**src/rtl/counter_pkg.sv**
```systemverilog
// Shared constants and helpers for the counting primitives (up/down counter, timers).
package counter_pkg;

  typedef enum logic { CNT_DOWN = 1'b0, CNT_UP = 1'b1 } dir_e;
  typedef enum logic { MODE_WRAP = 1'b0, MODE_SAT = 1'b1 } mode_e;

  // Limits a requested load value to the top of the count range.
  function automatic int unsigned clamp_mod(input int unsigned value, input int unsigned modulus);
    return (value >= modulus) ? modulus - 1 : value;
  endfunction

endpackage

```
**src/rtl/tick_prescaler.sv**
```systemverilog
// Enable prescaler: asserts tick (combinational) on every PRESCALE-th enabled cycle.
module tick_prescaler
  import counter_pkg::*;
#(
  parameter int unsigned PRESCALE = 1
) (
  input  logic clk,
  input  logic rst,
  input  logic en,
  input  logic clr,
  output logic tick
);

  localparam int unsigned PW = (PRESCALE > 1) ? $clog2(PRESCALE) : 1;

  logic [PW-1:0] cnt;

  assign tick = en & (cnt == PW'(PRESCALE - 1));

  always_ff @(posedge clk) begin
    if (rst || clr) begin
      cnt <= '0;
    end else if (en) begin
      cnt <= tick ? '0 : cnt + PW'(1);
    end
  end

endmodule

```
**src/rtl/param_updown_counter.sv**
```systemverilog
// Parametrised synchronous up/down counter with prescaled enable, clamped load and
// wrap/saturate modes. Define COUNTER_OVF_STICKY_EN to add the sticky ovf flag (ovf_clr/ovf).
module param_updown_counter
  import counter_pkg::*;
#(
  parameter int unsigned WIDTH    = 4,
  parameter int unsigned MODULUS  = 16,
  parameter int unsigned PRESCALE = 1,
  parameter int unsigned SATURATE = 0
) (
  input  logic             clk,
  input  logic             rst,
  input  logic             en,
  input  logic             up_dn,
  input  logic             load,
  input  logic [WIDTH-1:0] load_val,
`ifdef COUNTER_OVF_STICKY_EN
  input  logic             ovf_clr,
  output logic             ovf,
`endif
  output logic [WIDTH-1:0] q,
  output logic             tc,
  output logic             wrap
);

  localparam mode_e            MODE = (SATURATE != 0) ? MODE_SAT : MODE_WRAP;
  localparam logic [WIDTH-1:0] QMAX = WIDTH'(MODULUS - 1);

  logic             tick;
  logic             at_end;
  logic             dir_up;
  logic [WIDTH-1:0] q_nxt;
  logic             wrap_nxt;

  tick_prescaler #(
    .PRESCALE(PRESCALE)
  ) u_prescaler (
    .clk (clk),
    .rst (rst),
    .en  (en),
    .clr (load),
    .tick(tick)
  );

  assign dir_up = (dir_e'(up_dn) == CNT_UP);
  assign at_end = dir_up ? (q == QMAX) : (q == '0);
  assign tc     = tick & at_end;

  always_comb begin
    q_nxt    = q;
    wrap_nxt = 1'b0;
    if (load) begin
      q_nxt = WIDTH'(clamp_mod(32'(load_val), MODULUS));
    end else if (tick) begin
      if (!at_end) begin
        q_nxt = dir_up ? q + WIDTH'(1) : q - WIDTH'(1);
      end else if (MODE == MODE_WRAP) begin
        q_nxt    = dir_up ? '0 : QMAX;
        wrap_nxt = 1'b1;
      end
    end
  end

  always_ff @(posedge clk) begin
    if (rst) begin
      q    <= '0;
      wrap <= 1'b0;
    end else begin
      q    <= q_nxt;
      wrap <= wrap_nxt;
    end
  end

`ifdef COUNTER_OVF_STICKY_EN
  // Any range-end step (wrap or saturate-hold) sets the flag; set beats clear.
  always_ff @(posedge clk) begin
    if (rst) begin
      ovf <= 1'b0;
    end else if (tc && !load) begin
      ovf <= 1'b1;
    end else if (ovf_clr) begin
      ovf <= 1'b0;
    end
  end
`endif

endmodule
```
**config.mk**
```make
export PLATFORM = sky130hd
export DESIGN_NAME = param_updown_counter
export DESIGN_NICKNAME = d
export VERILOG_FILES = /design/src/rtl/counter_pkg.sv /design/src/rtl/tick_prescaler.sv /design/src/rtl/param_updown_counter.sv
export SDC_FILE = /design/constraint.sdc
export NUM_CORES = 1
export LEC_CHECK = 0
export CAP_MARGIN = 20
export CELL_PAD_IN_SITES_DETAIL_PLACEMENT = 0
export CELL_PAD_IN_SITES_GLOBAL_PLACEMENT = 1
export CORE_UTILIZATION = 32
export DETAILED_ROUTE_END_ITERATION = 12
export PLACE_DENSITY = 0.78
export SLEW_MARGIN = 20
export SYNTH_ARGS = -nofsm -noshare
export SYNTH_HDL_FRONTEND = slang
export SYNTH_HIERARCHICAL = 1
export SYNTH_SLANG_ARGS = --single-unit
```
**constraint.sdc**
```tcl
create_clock -name clk -period 2.4 [get_ports clk]
set_clock_uncertainty 0.05 [all_clocks]
set_input_delay 0.72 -clock clk [delete_from_list [all_inputs] [get_ports clk]]
set_output_delay 0.72 -clock clk [all_outputs]
set_load 0.03 [all_outputs]
```
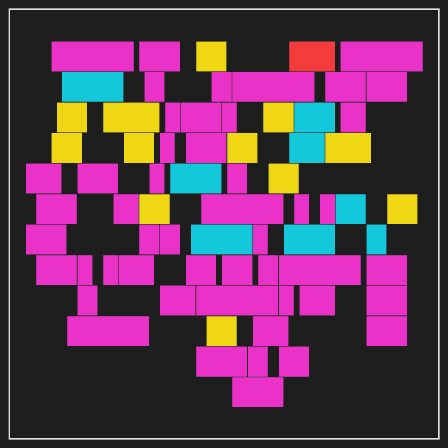
Fig. 1. Drive-strength map (run 1).
Key: cyan = _2 cells [cells 8]; magenta = _0 and _1 cells [cells 49]; yellow = _3 and _4 cells [cells 12]; red = _6 and larger [cells 1]

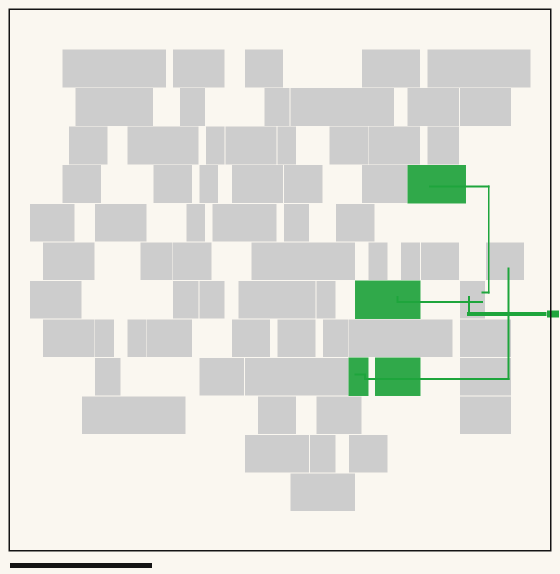
Fig. 2. I/O nets highlighted (run 1).
The bar under the picture is 10 um long.
Key: green = `up_dn` [bits 1, direction input, end cells 4, buffers 2, wire 43.8 um]
I/O pins: 15
Port Buffers: 14

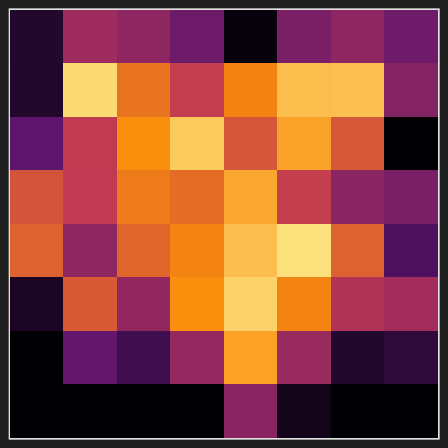
Fig. 3. Local utilization (run 1).
8 x 8 tiles, from black (low) to pale yellow (high), 0 to 100% covered.
The mean over all tiles is 44%. 19% of the tiles are over 75% full. 13% of the tiles are nearly empty. The densest ninth of the die: middle. The emptiest ninth of the die: bottom left. The fullest tile reaches 93%.
Util after Layout: 56.8%
core area: 0.00116 mm2

==> out/results.txt, run 1 <==
Row count - 12
Dominant cell area share - 28.7%
Mapped Area - 418 um2
Highest-count logic cell in the final layout - clkdlybuf4s50_1
Initial antenna violation count - 0
DP Worst Slack - -0.223 ns
Root Buffer - clkbuf_4
Crit start category - primary input
# setup viols final - 0
CTS tree - done
Status - finished clean
Post-route ant nets - 0
Cts bufs inserted - 3
Share of cells above drive strength 1 - 30.0%
Via count - 403
R2R depth - 5
Die W - 38.1 um
CP top delay family - simple AND/OR/NAND/NOR gates
Most instantiated library cell after synthesis - dfxtp_1
DRT Pass-1 Iters - 4
Critical path capture point type - output port
H-tree level count - 1
# clock sinks - 6
Crit path DRT - 1.63 ns
Leading area contributor after synthesis - dfxtp_1
Placed Cells - 81
Pin count of the biggest net entering global routing - 9
Min Hold Slack - 0.471 ns
Hold violation count in the final report - 0
LEAKAGE - 0.279 nW
Combinational Power Share - 36.1%
Area Overhead vs Synth - 57.2%
Chip area - 0.00145 mm2
First-pass GRT wire length - 1.57 mm
Top cells excl fill/tap - clkdlybuf4s50_1 (11), buf_4 (7), dfxtp_1 (6)
Yosys xor share - 8.38%
Gpl congestion - 0.841
Vias in the first global route - 401
Distinct lib cells - 26
CTS max path bufs - 2
Internal - 0.230 mW
Final WS setup - 0.165 ns
Vias/cell - 4.80
Switching pwr - 0.112 mW
Net switching fraction of the power - 32.8%
Clock power share - 27.9%
Register area share after synthesis - 28.7%
Final period util - 93.1%
Worst-path clk slew - 0.05 ns
NonClk Buf Share - 28.6%
Cell Count, Final, Fillers Out - 84
Chip Height - 38.1 um
Flop pwr share - 36.0%
Post-Synthesis Cells - 47
Overall power - 0.342 mW
Number of DRC markers in iteration 0 - 5
Yosys reg bits - 6
Dominant class by area - multi-input combinational cells
Cell area leaders - dfxtp_1 (29%), ha_1 (6.0%), a21oi_1 (4.8%), fa_1 (4.8%), nor2_1 (4.5%)
Inverter count - 3
Max-cap check violation count - 0
Comb gates - 37
Max Freq - 447 MHz
GRT Total Usage - 16.1%
Levels on crit path - 5
Hold depth - 1
Critical Path Source - up_dn
Tmin final - 2.23 ns
Nets at Floorplan - 59
Antenna fix cells - 0
Crit-path max cell delay - 0.22 ns
Synth warn - 6
CP Class - in2out
[run 1: layer usage]
metal | track usage, % | vias up | wire, um
met3 | 8.72 | 0 | 55
met4 | 2.68 | 0 | 0
met2 | 26.7 | 12 | 423
li1 | - | 215 | -
met5 | 0 | - | 0
met1 | 18.2 | 176 | 419
[run 1: sequential cells by signal, summed over array words and instances (netlist names)]
signal / cells
q: 4
u_prescaler/cnt: 1
wrap: 1
[run 1: power groups by stage]
stage	registers, mW	logic (mW)	clock network (mW)
floorplan	0.138	0.0568	0
global placement	0.125	0.123	0
detailed placement	0.125	0.123	0
CTS	0.123	0.125	0.102
global route	0.125	0.137	0.107
finish	0.123	0.123	0.0953
Fig. 4: run 1, placed cells, one color a class
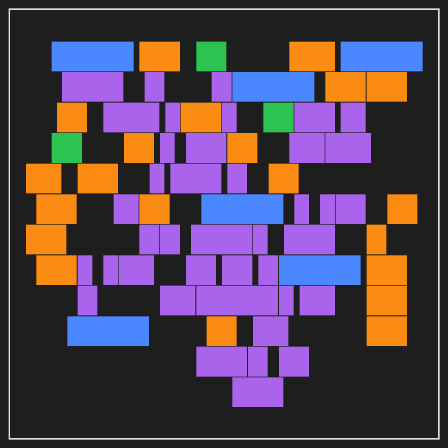

==> run 2, diff against run 1 <==
- CORE_AREA: unset -> 2 2 39 41
- CORE_UTILIZATION: 32 -> unset
- DIE_AREA: unset -> 0 0 41 43
- PLACE_DENSITY: 0.78 -> 0.76
- SYNTH_HIERARCHICAL: 1 -> unset
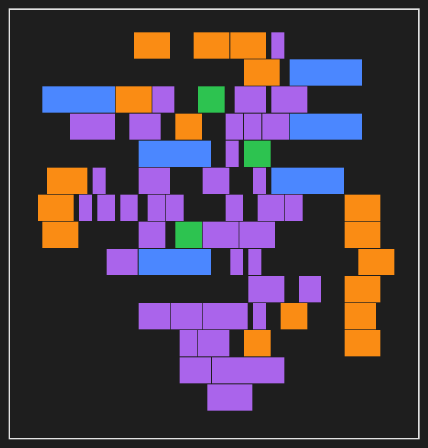
Fig. 5. Placed cells, one color a class (run 2).
Key: purple = combinational and other logic [cells 39, share of their area 48%]; orange = remaining buffers and delay cells [cells 17, share of their area 28%]; green = clock drivers [cells 3, share of their area 3.8%]; blue = sequential cells [cells 6, share of their area 20%]

==> run 2 against run 1 <==
- combinational power down about 10%
- wire length is 1.9% higher
- largest power group unchanged
- highest routed layer unchanged
- core utilization fell by 13 points
- worst hold slack worse by 0.042 ns
- via count is 4.0% lower
- die size increased by 21%
- critical path depth fell by 1
- critical endpoint unchanged
==> out/results.txt, run 2 <==
Status - finished clean
Worst setup path endpoint - tc
VDD IR max - 0.187 mV
Tool Warnings - 26
Met2 Use GR - 17.8%
CP max-delay cell - clkdlybuf4s50_1
Leading area contributor after synthesis - dfxtp_1
Most flops, register - q
Wirelength per Cell - 11.3 um
Via count - 387
Mapped Area - 410 um2
Row count - 14
# clock sinks - 6
RSZ-0062 raised after global routing - no
Initial antenna violation count - 0
Crit Path Max Fanout - 2
Area Overhead vs Synth - 48.8%
Worst hold path class - reg2reg
Final WS setup - 0.0441 ns
Max layer used - met3
Hold depth - 1
Final period util - 98.2%
Simple Share, Synth - 21.6%
H-tree level count - 1
GRT Total Usage - 12.7%
Clock Latency Late Sink - 0.24 ns
Power Density - 532 mW/mm2
DP Wirelength - 708 um
Met3 WL post-DR - 37 um
Critical Path AT - 1.59 ns
LEAKAGE - 0.253 nW
Hold EP - u_prescaler.cnt$_SDFFE_PP0P_
Yosys stat area - 410 um2
Max Slew Vio Count - 0
Top cells excl fill/tap - clkdlybuf4s50_1 (12), a21oi_1 (7), dfxtp_1 (6)
Port Buffers - 14
Tmin final - 2.36 ns
Gpl congestion - 0.666
AO/OA Area Share - 21.0%
Met1 Usage GRT - 17.5%
Dominant cell area share - 29.3%
Share of cells above drive strength 1 - 21.5%
Placed Cells - 78
Met1 wire length - 434 um
Mux frac, synth - 2.44%
Synth async-reset ratio - 0%
CP top delay family - buffers and inverters
Fp_density - 29.7%
Cell Count, Final, Fillers Out - 81
Pin count of the biggest net entering global routing - 13
Yosys xor share - 8.54%
Levels on crit path - 4
Antenna fix cells - 0
R2R depth - 5
Largest register FFs - 4
Register area - 120 um2
Comb area leader - simple AND/OR/NAND/NOR gates
Post-route cell area - 611 um2
Crit-path max cell delay - 0.48 ns
Worst-path clk slew - 0.05 ns
Min-delay src - u_prescaler.cnt$_SDFFE_PP0P_
Filler cells - 160
Biggest regs - q: 4 flops, u_prescaler.cnt: 1 flops, wrap: 1 flops
Most instantiated library cell after synthesis - a21oi_1
Max Freq - 424 MHz
Crit path DRT - 1.63 ns
Nets - 79
Root Buffer - clkbuf_4
Placed cell area - 581 um2
Register area share after synthesis - 29.3%
Die W - 41 um
First-pass GRT wire length - 1.51 mm
GRT overflow - 0
Overall power - 0.325 mW
Util after Layout - 44.1%
Syn Area/Cell - 8.73 um2
GRT Max-Usage Layer - met2
DRT Pass-1 Iters - 4
Commonest cells in the netlist - a21oi_1 (7), dfxtp_1 (6), inv_1 (4), nand2_1 (3)
I/O pins - 15
Vias in the first global route - 380
CTS max path bufs - 2
Crit path cell chain - clkdlybuf4s50_1, nand2b_1, a21oi_2, buf_6
Core area - 0.00138 mm2
Metal2 WL - 443 um
DP Worst Slack - -0.110 ns
Adder-Cell Fraction of Synth Area - 11.0%
Slew @ Worst Pin - 0.430 ns
Distinct lib cells - 25
CP Class - in2out
Cell area leaders - dfxtp_1 (29%), a21oi_1 (8.5%), ha_1 (6.1%), fa_1 (4.9%), xnor2_1 (4.3%)
Vias/cell - 4.78
Nets at Floorplan - 59
Chip area - 0.00176 mm2
Met3 Use GR - 3.14%
Cts bufs inserted - 3
Buffer and inverter count on the worst path - 2
Crit start category - primary input
Ys cells - 47
DRC violations left - 0
Highest-count logic cell in the final layout - clkdlybuf4s50_1
CTS tree - done
Ys flop type - dfxtp_1
Min Hold Slack - 0.429 ns
Critical Path Source - en
WL final - 914 um
Post-route ant nets - 0
Internal reg-to-reg setup slack - 0.92 ns
# setup viols final - 0
Number of DRC markers in iteration 0 - 10
Hold violation count in the final report - 0
Chip Height - 43 um
Comb area - 270 um2
Max-cap check violation count - 0
RR Endpoint - q[3]$_SDFFE_PP0P_
Slew Limit Headroom - 71.2%
Post-Synthesis Cells - 47
Critical path capture point type - output port
Yosys reg bits - 6
Synth warn - 0
Setup TNS - 0 ns
EDFF count, synth - 0
FF-to-FF Start - q[1]$_SDFFE_PP0P_
==> run 2: cell types whose count changed in the layout (fill, tap and decap cells not counted), moves of 3 or more <==
| cell | before | now |
|---|---|---|
| a21oi_1 | 3 | 7 |
| nor3_1 | 3 | 0 |
| nor2_1 | 5 | 1 |
| buf_4 | 7 | 3 |
==> run 2: timing repair <==
action | 4_1_cts | 5_1_grt
setup buffers | 0 | 0
hold buffers | 0 | 0
gates resized | 4 | 0
setup endpoints to repair | 1 | 0
==> run 2: cell type report <==
class	count	share of cell area [%]
multi-input combinational	35	44.3
timing repair buffer	17	26.6
sequential	6	19.7
clock buffer	3	3.69
tap	16	3.28
inverter	4	2.46
==> run 2: report_power, final <==
group          total, mW  switching (mW)  internal (mW)
logic              0.109          0.0535         0.0556
clock network     0.0964          0.0396         0.0568
registers          0.119          0.0123          0.107
==> run 3, diff against run 2 <==
- ABC_CLOCK_PERIOD_IN_PS: unset -> 2400
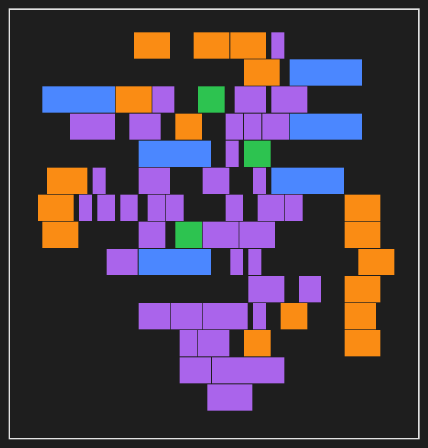
Fig. 6. Placed cells, one color a class (run 3).
Key: blue = sequential cells [cells 6, share of their area 20%]; green = clock drivers [cells 3, share of their area 3.8%]; purple = combinational and other logic [cells 39, share of their area 48%]; orange = remaining buffers and delay cells [cells 17, share of their area 28%]
Seq/total area: 19.7%
post-route cell area: 611 um2

==> run 3 against run 2 <==
- core utilization is the same
- largest cell class unchanged
- non-clock buffer count is the same
- area after synthesis is the same
- highest routed layer unchanged
- critical path depth is the same
- die size is the same
- worst hold slack is the same
- global-route usage is the same
- cell area is the same
- largest power group unchanged
- power is the same
- setup slack is the same
==> out/results.txt, run 3 <==
Status - finished clean
Gpl congestion - 0.666
FFs & Latches - 6
Register area - 120 um2
Number of non-clock buffers in the layout - 17
Overall power - 0.325 mW
# setup viols final - 0
Root Buffer - clkbuf_4
Placed cell area - 581 um2
Yosys stat area - 410 um2
Biggest regs - q: 4 flops, u_prescaler.cnt: 1 flops, wrap: 1 flops
WL final - 914 um
Met3 WL post-DR - 37 um
Pin count of the biggest net entering global routing - 13
Critical path capture point type - output port
Core area - 0.00138 mm2
CTS tree - done
Flop pwr share - 36.8%
Crit start category - primary input
Die W - 41 um
Via count - 387
Synth warn - 0
First-pass GRT wire length - 1.51 mm
Tapcell count - 16
Initial antenna violation count - 0
DP Wirelength - 708 um
CTS max path bufs - 2
Combinational Power Share - 33.6%
Largest register FFs - 4
Filler cells - 160
Placed Cells - 78
Min Hold Slack - 0.429 ns
Register area share after synthesis - 29.3%
CTS Hold Buffers Added - 0
Comb area - 270 um2
Power Density - 532 mW/mm2
Crit-path max cell delay - 0.48 ns
Chip Height - 43 um
RSZ-0062 raised after global routing - no
Max Slew Vio Count - 0
Distinct lib cells - 25
Syn Area/Cell - 8.73 um2
I/O pins - 15
Clock buffers - 3
Net switching fraction of the power - 32.4%
Met1 wire length - 434 um
Ys cells - 47
Power Clock - 0.0964 mW
CP Class - in2out
Post-route ant nets - 0
Clock power share - 29.7%
CP max-delay cell - clkdlybuf4s50_1
Crit Path Max Fanout - 2
Util after Layout - 44.1%
Commonest cells in the netlist - a21oi_1 (7), dfxtp_1 (6), inv_1 (4), nand2_1 (3)
# clock sinks - 6
Cell area leaders - dfxtp_1 (29%), a21oi_1 (8.5%), ha_1 (6.1%), fa_1 (4.9%), xnor2_1 (4.3%)
Vias in the first global route - 380
GRT Max-Usage Layer - met2
VDD IR max - 0.187 mV
Buffer and inverter count on the worst path - 2
Tool Warnings - 26
Flop+latch power - 0.119 mW
AO/OA Area Share - 21.0%
Most flops, register - q
Worst hold path class - reg2reg
Nets - 79
Critical Path AT - 1.59 ns
Port Buffers - 14
Adder-Cell Fraction of Synth Area - 11.0%
DP Worst Slack - -0.110 ns
Most instantiated library cell after synthesis - a21oi_1
DRT Pass-1 Iters - 4
Worst-path clk slew - 0.05 ns
Mux frac, synth - 2.44%
EDFF count, synth - 0
Met1 Usage GRT - 17.5%
Met3 Use GR - 3.14%
Comb area share - 44.3%
Simple Share, Synth - 21.6%
Area Overhead vs Synth - 48.8%
H-tree level count - 1
Cts bufs inserted - 3
Highest-count logic cell in the final layout - clkdlybuf4s50_1
Number of DRC markers in iteration 0 - 10
Internal - 0.220 mW
DRC violations left - 0
Comb area leader - simple AND/OR/NAND/NOR gates
Final WS setup - 0.0441 ns
Row count - 14
Hold violation count in the final report - 0
Pwr top - sequential cells
Nets at Floorplan - 59
LEAKAGE - 0.253 nW
Yosys reg bits - 6
NonClk Buf Share - 26.6%
Switching pwr - 0.105 mW
Vias/cell - 4.78
Top cells excl fill/tap - clkdlybuf4s50_1 (12), a21oi_1 (7), dfxtp_1 (6)
Dominant class by area - multi-input combinational cells
Tmin final - 2.36 ns
Max layer used - met3
Chip area - 0.00176 mm2
GRT Total Usage - 12.7%
Clock-cell share of area - 3.69%
Dominant cell area share - 29.3%
Crit path cell chain - clkdlybuf4s50_1, nand2b_1, a21oi_2, buf_6
CP top delay family - buffers and inverters
Share of cells above drive strength 1 - 21.5%
Synth async-reset ratio - 0%
GRT overflow - 0
Yosys xor share - 8.54%
Crit path DRT - 1.63 ns
Ys flop type - dfxtp_1
Mapped Area - 410 um2
Met2 Use GR - 17.8%
Cell Count, Final, Fillers Out - 81
Post-Synthesis Cells - 47
Metal2 WL - 443 um
Slew Limit Headroom - 71.2%
Wirelength per Cell - 11.3 um
Inverter count - 4
Leading area contributor after synthesis - dfxtp_1
-- run 3: what timing repair did --
action | 4_1_cts | 5_1_grt
buffers inserted | 0 | 0
setup endpoints to repair | 1 | 0
resized | 4 | 0
-- run 3: path summary, 6_finish.rpt --
kind / start / endpoint / slack [ns] / cells after the start
max: en / tc / 0.04 / 4
min: u_prescaler.cnt$_SDFFE_PP0P_ / u_prescaler.cnt$_SDFFE_PP0P_ / 0.43 / 1
max reg2reg: q[1]$_SDFFE_PP0P_ / q[3]$_SDFFE_PP0P_ / 0.92 / 5
min reg2reg: u_prescaler.cnt$_SDFFE_PP0P_ / u_prescaler.cnt$_SDFFE_PP0P_ / 0.43 / 1
Power and IR drop assume default switching activity.
